==> images/m2.png <==
Scale bar: 20 um.
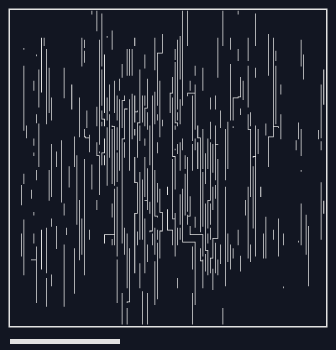
==> images/placed.png <==
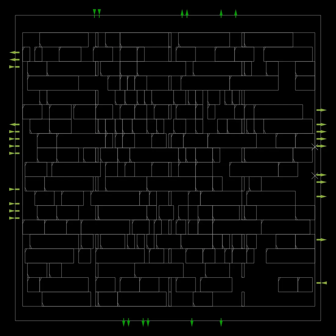
==> images/class_map.png <==
Scale bar: 20 um. Fill, decap, tap and diode cells in grey.
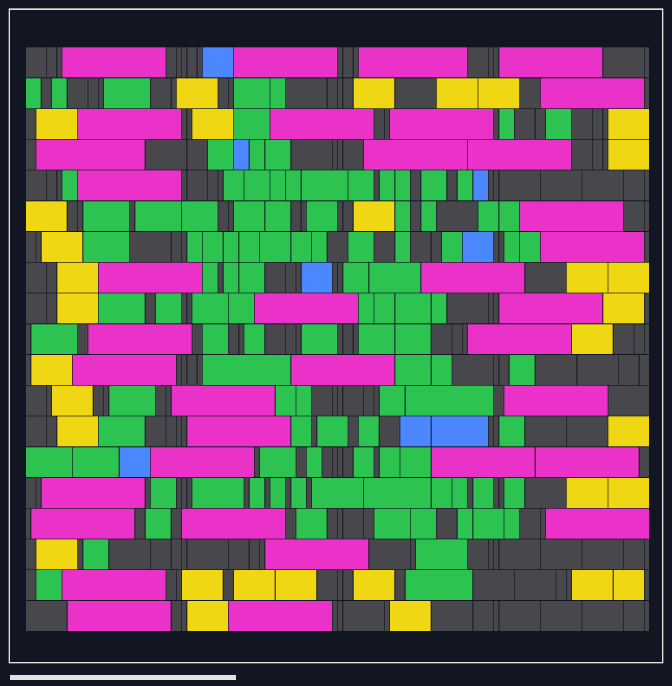
$ cat src/rtl/alu_src_seq.sv
// Multi-cycle execute sequencer for the 8-bit R.O.E datapath: accepts one instruction,
// decodes it and steps the ALU source mux, operands, ALU op and write strobes.
module alu_src_seq #(
  parameter int IW   = 9,
  parameter int IMMW = 4,
  parameter int DW   = 8
) (
  input  logic            clk,
  input  logic            rst_n,
  input  logic [IW-1:0]   instr_i,
  input  logic            instr_valid_i,
  output logic            instr_ready_o,
  output logic [1:0]      alu_src_o,
  output logic [IMMW-1:0] to_ext_o,
  output logic [IMMW-1:0] to_inc_o,
  output logic [2:0]      alu_op_o,
  output logic [1:0]      rd_idx_o,
  output logic            acc_we_o,
  output logic            reg_we_o,
  output logic            busy_o,
  output logic            done_o,
  output logic            err_o,
  output logic            halted_o
);

  // state  | meaning
  // IDLE   | waiting for an instruction, instr_ready high
  // DECODE | latched op examined, next state chosen
  // EXEC   | single ALU operation into the accumulator
  // REPEAT | increment loop, one accumulator write per count
  // WB     | register-file write and done pulse
  // HALT   | parked until reset
  typedef enum logic [2:0] {
    S_IDLE   = 3'd0,
    S_DECODE = 3'd1,
    S_EXEC   = 3'd2,
    S_REPEAT = 3'd3,
    S_WB     = 3'd4,
    S_HALT   = 3'd5
  } state_e;

  localparam logic [2:0] OP_ADDI  = 3'b000;
  localparam logic [2:0] OP_INC   = 3'b001;
  localparam logic [2:0] OP_ADDR  = 3'b010;
  localparam logic [2:0] OP_REP   = 3'b011;
  localparam logic [2:0] OP_HALT  = 3'b111;

  localparam logic [1:0] SRC_EXT  = 2'b00;
  localparam logic [1:0] SRC_INC  = 2'b01;
  localparam logic [1:0] SRC_REG  = 2'b10;

  localparam logic [2:0] ALU_ADD  = 3'b000;
  localparam logic [2:0] ALU_PASS = 3'b001;

  state_e state_q, state_d;

  logic [2:0]      op_q;
  logic [IMMW-1:0] imm_q;
  logic [1:0]      idx_q;
  logic [IMMW-1:0] rep_cnt_q, rep_cnt_d;
  logic            rep_last;
  logic            dec_illegal;
  logic            accept;

  logic            ready_q,   ready_d;
  logic [1:0]      alu_src_q, alu_src_d;
  logic [IMMW-1:0] to_ext_q,  to_ext_d;
  logic [IMMW-1:0] to_inc_q,  to_inc_d;
  logic [2:0]      alu_op_q,  alu_op_d;
  logic [1:0]      rd_idx_q,  rd_idx_d;
  logic            acc_we_q,  acc_we_d;
  logic            reg_we_q,  reg_we_d;
  logic            busy_q,    busy_d;
  logic            done_q,    done_d;
  logic            err_q,     err_d;
  logic            halted_q,  halted_d;

  assign accept = ready_q & instr_valid_i;

  // Compared at datapath width so imm = all-ones still terminates without wrap
  assign rep_last = (DW'(rep_cnt_q) + DW'(1)) == DW'(imm_q);

  always_ff @(posedge clk or negedge rst_n) begin
    if (!rst_n) begin
      state_q   <= S_IDLE;
      rep_cnt_q <= '0;
    end else begin
      state_q   <= state_d;
      rep_cnt_q <= rep_cnt_d;
    end
  end

  always_comb begin
    state_d     = state_q;
    rep_cnt_d   = rep_cnt_q;
    err_d       = err_q;
    dec_illegal = 1'b0;
    case (state_q)
      S_IDLE: begin
        if (accept) state_d = S_DECODE;
      end
      S_DECODE: begin
        case (op_q)
          OP_ADDI, OP_INC, OP_ADDR: state_d = S_EXEC;
          OP_REP:  state_d = (imm_q == '0) ? S_WB : S_REPEAT;
          OP_HALT: state_d = S_HALT;
          default: begin
            state_d     = S_IDLE;
            err_d       = 1'b1;
            dec_illegal = 1'b1;
          end
        endcase
      end
      S_EXEC:   state_d = S_WB;
      S_REPEAT: begin
        if (rep_last) begin
          state_d   = S_WB;
          rep_cnt_d = '0;
        end else begin
          rep_cnt_d = rep_cnt_q + IMMW'(1);
        end
      end
      S_WB:     state_d = S_IDLE;
      S_HALT:   state_d = S_HALT;
      default:  state_d = S_IDLE;
    endcase
  end

  // Outputs are computed from the upcoming state and registered, so each
  // strobe lines up with the cycle its state is occupied.
  always_comb begin
    ready_d   = (state_d == S_IDLE);
    alu_src_d = SRC_REG;
    to_ext_d  = '0;
    to_inc_d  = '0;
    alu_op_d  = ALU_ADD;
    rd_idx_d  = '0;
    acc_we_d  = 1'b0;
    reg_we_d  = 1'b0;
    busy_d    = (state_d == S_DECODE) || (state_d == S_EXEC) ||
                (state_d == S_REPEAT) || (state_d == S_WB);
    done_d    = dec_illegal;
    halted_d  = 1'b0;
    case (state_d)
      S_EXEC: begin
        alu_op_d = ALU_ADD;
        acc_we_d = 1'b1;
        rd_idx_d = idx_q;
        case (op_q)
          OP_ADDI: begin
            alu_src_d = SRC_EXT;
            to_ext_d  = imm_q;
          end
          OP_INC: begin
            alu_src_d = SRC_INC;
            to_inc_d  = imm_q;
          end
          default: alu_src_d = SRC_REG;
        endcase
      end
      S_REPEAT: begin
        alu_src_d = SRC_INC;
        to_inc_d  = rep_cnt_d;
        alu_op_d  = ALU_PASS;
        acc_we_d  = 1'b1;
      end
      S_WB: begin
        reg_we_d = 1'b1;
        rd_idx_d = idx_q;
        done_d   = 1'b1;
      end
      S_HALT: halted_d = 1'b1;
      default: ;
    endcase
  end

  always_ff @(posedge clk or negedge rst_n) begin
    if (!rst_n) begin
      ready_q   <= 1'b1;
      alu_src_q <= SRC_REG;
      to_ext_q  <= '0;
      to_inc_q  <= '0;
      alu_op_q  <= ALU_ADD;
      rd_idx_q  <= '0;
      acc_we_q  <= 1'b0;
      reg_we_q  <= 1'b0;
      busy_q    <= 1'b0;
      done_q    <= 1'b0;
      err_q     <= 1'b0;
      halted_q  <= 1'b0;
    end else begin
      ready_q   <= ready_d;
      alu_src_q <= alu_src_d;
      to_ext_q  <= to_ext_d;
      to_inc_q  <= to_inc_d;
      alu_op_q  <= alu_op_d;
      rd_idx_q  <= rd_idx_d;
      acc_we_q  <= acc_we_d;
      reg_we_q  <= reg_we_d;
      busy_q    <= busy_d;
      done_q    <= done_d;
      err_q     <= err_d;
      halted_q  <= halted_d;
    end
  end

  // Instruction fields are captured only on the accepting edge
  always_ff @(posedge clk or negedge rst_n) begin
    if (!rst_n) begin
      op_q  <= '0;
      imm_q <= '0;
      idx_q <= '0;
    end else if (accept) begin
      op_q  <= instr_i[IW-1 -: 3];
      imm_q <= instr_i[IMMW+1:2];
      idx_q <= instr_i[1:0];
    end
  end

  assign instr_ready_o = ready_q;
  assign alu_src_o     = alu_src_q;
  assign to_ext_o      = to_ext_q;
  assign to_inc_o      = to_inc_q;
  assign alu_op_o      = alu_op_q;
  assign rd_idx_o      = rd_idx_q;
  assign acc_we_o      = acc_we_q;
  assign reg_we_o      = reg_we_q;
  assign busy_o        = busy_q;
  assign done_o        = done_q;
  assign err_o         = err_q;
  assign halted_o      = halted_q;

endmodule
$ cat config.mk
export PLATFORM = sky130hd
export DESIGN_NAME = alu_src_seq
export DESIGN_NICKNAME = d
export VERILOG_FILES = /design/src/rtl/alu_src_seq.sv
export SDC_FILE = /design/constraint.sdc
export NUM_CORES = 1
export LEC_CHECK = 0
export CAP_MARGIN = 20
export CORE_UTILIZATION = 54
export CTS_CLUSTER_DIAMETER = 80
export DETAILED_ROUTE_END_ITERATION = 7
export PLACE_DENSITY = 0.85
export SLEW_MARGIN = 15
export SYNTH_ARGS = -nofsm -noshare
export SYNTH_HDL_FRONTEND = slang
export SYNTH_SLANG_ARGS = --single-unit
export TNS_END_PERCENT = 30
$ cat constraint.sdc
create_clock -name clk -period 2.6 [get_ports clk]
set_input_delay 0.26 -clock clk [delete_from_list [all_inputs] [get_ports clk]]
set_output_delay 0.26 -clock clk [all_outputs]
set_load 0.03 [all_outputs]
==> flow_metrics.tcl <==
# place-and-route summary
set metrics [dict create \
    hp-class "in -> async" \
    dp_hpwl_um 2377 \
    final_layout_top_logic_cells "dfrtp_1 (34), clkdlybuf4s50_1 (31), nand2_1 (17)" \
    outcome "finished with violations" \
    ys_warn_count 0 \
    cts-buffers-inserted 5 \
    max_freq_mhz 483.9 \
    syn_to_final_growth_pct 22.80 \
    violations "DRC" \
    drc 2 \
    yosysCellCount 147 \
    rrSetupSlack_ps 530 \
    ir_worst_vdd_mv 0.6775 \
    nets 195 \
    cts.repair.resized 0 \
    worst-endpoint-arrival_ps 2350 \
    cts_hold_buf 0 \
    common_cells "dfrtp_1 (34), nand2_1 (17), mux2_2 (10)" \
    crit_end "rd_idx_o[1]" \
    synth-simple-area-share 0.1726 \
    mux_area_frac 0.06726 \
    drt_iter0_drc 23 \
    chip_area_mm2 0.003327 \
    clock-sinks 36 \
    worst_path_max_delay_cell "dfrtp_1" \
    lay_top_count "dfrtp_1" \
]
## Picture notes: m2.png
main direction: vertical
nets with wire on the layer: 173
via count: 1238
met2 usage: 0.3621
final wirelength: 3193 um

## Picture notes: placed.png
Flops: 36
Fill cells: 218
Util after Layout: 0.7206
flop share of the area: 0.4394
Row Count: 19

## Picture notes: class_map.png
| colour | class | cells | share of their area |
|---|---|---|---|
| blue | clock drivers and dummy loads | 8 | 2.9% |
| green | remaining logic cells | 107 | 37% |
| yellow | remaining buffers and delay cells | 32 | 16% |
| magenta | registers | 36 | 45% |
Non-Filler Cell Area, Final: 0.002056 mm^2
core area: 0.002853 mm^2

power by group:
group | internal [W] | switching (W) | leakage, nW
Combinational | 0.000465 | 0.000606 | 0.422
Clock | 0.000133 | 0.000181 | 0.0326
Sequential | 0.000765 | 0.000192 | 0.456
Total | 0.00136 | 0.000978 | 0.910
metal layers:
layer	track usage	share of wire
met4	0.09524	0.020
met5	0	0
met1	0.2621	0.42
met2	0.3621	0.51
met3	0.07813	0.049
cell type report:
cell class | instances | share of cell area
Multi-Input combinational cell | 102 | 0.3494
Tap cell | 31 | 0.01887
Timing Repair Buffer | 32 | 0.1546
Sequential cell | 36 | 0.4394
Clock buffer | 8 | 0.02861
Inverter | 5 | 0.009130
No activity file was given, so power comes from the tool's default toggle rates.
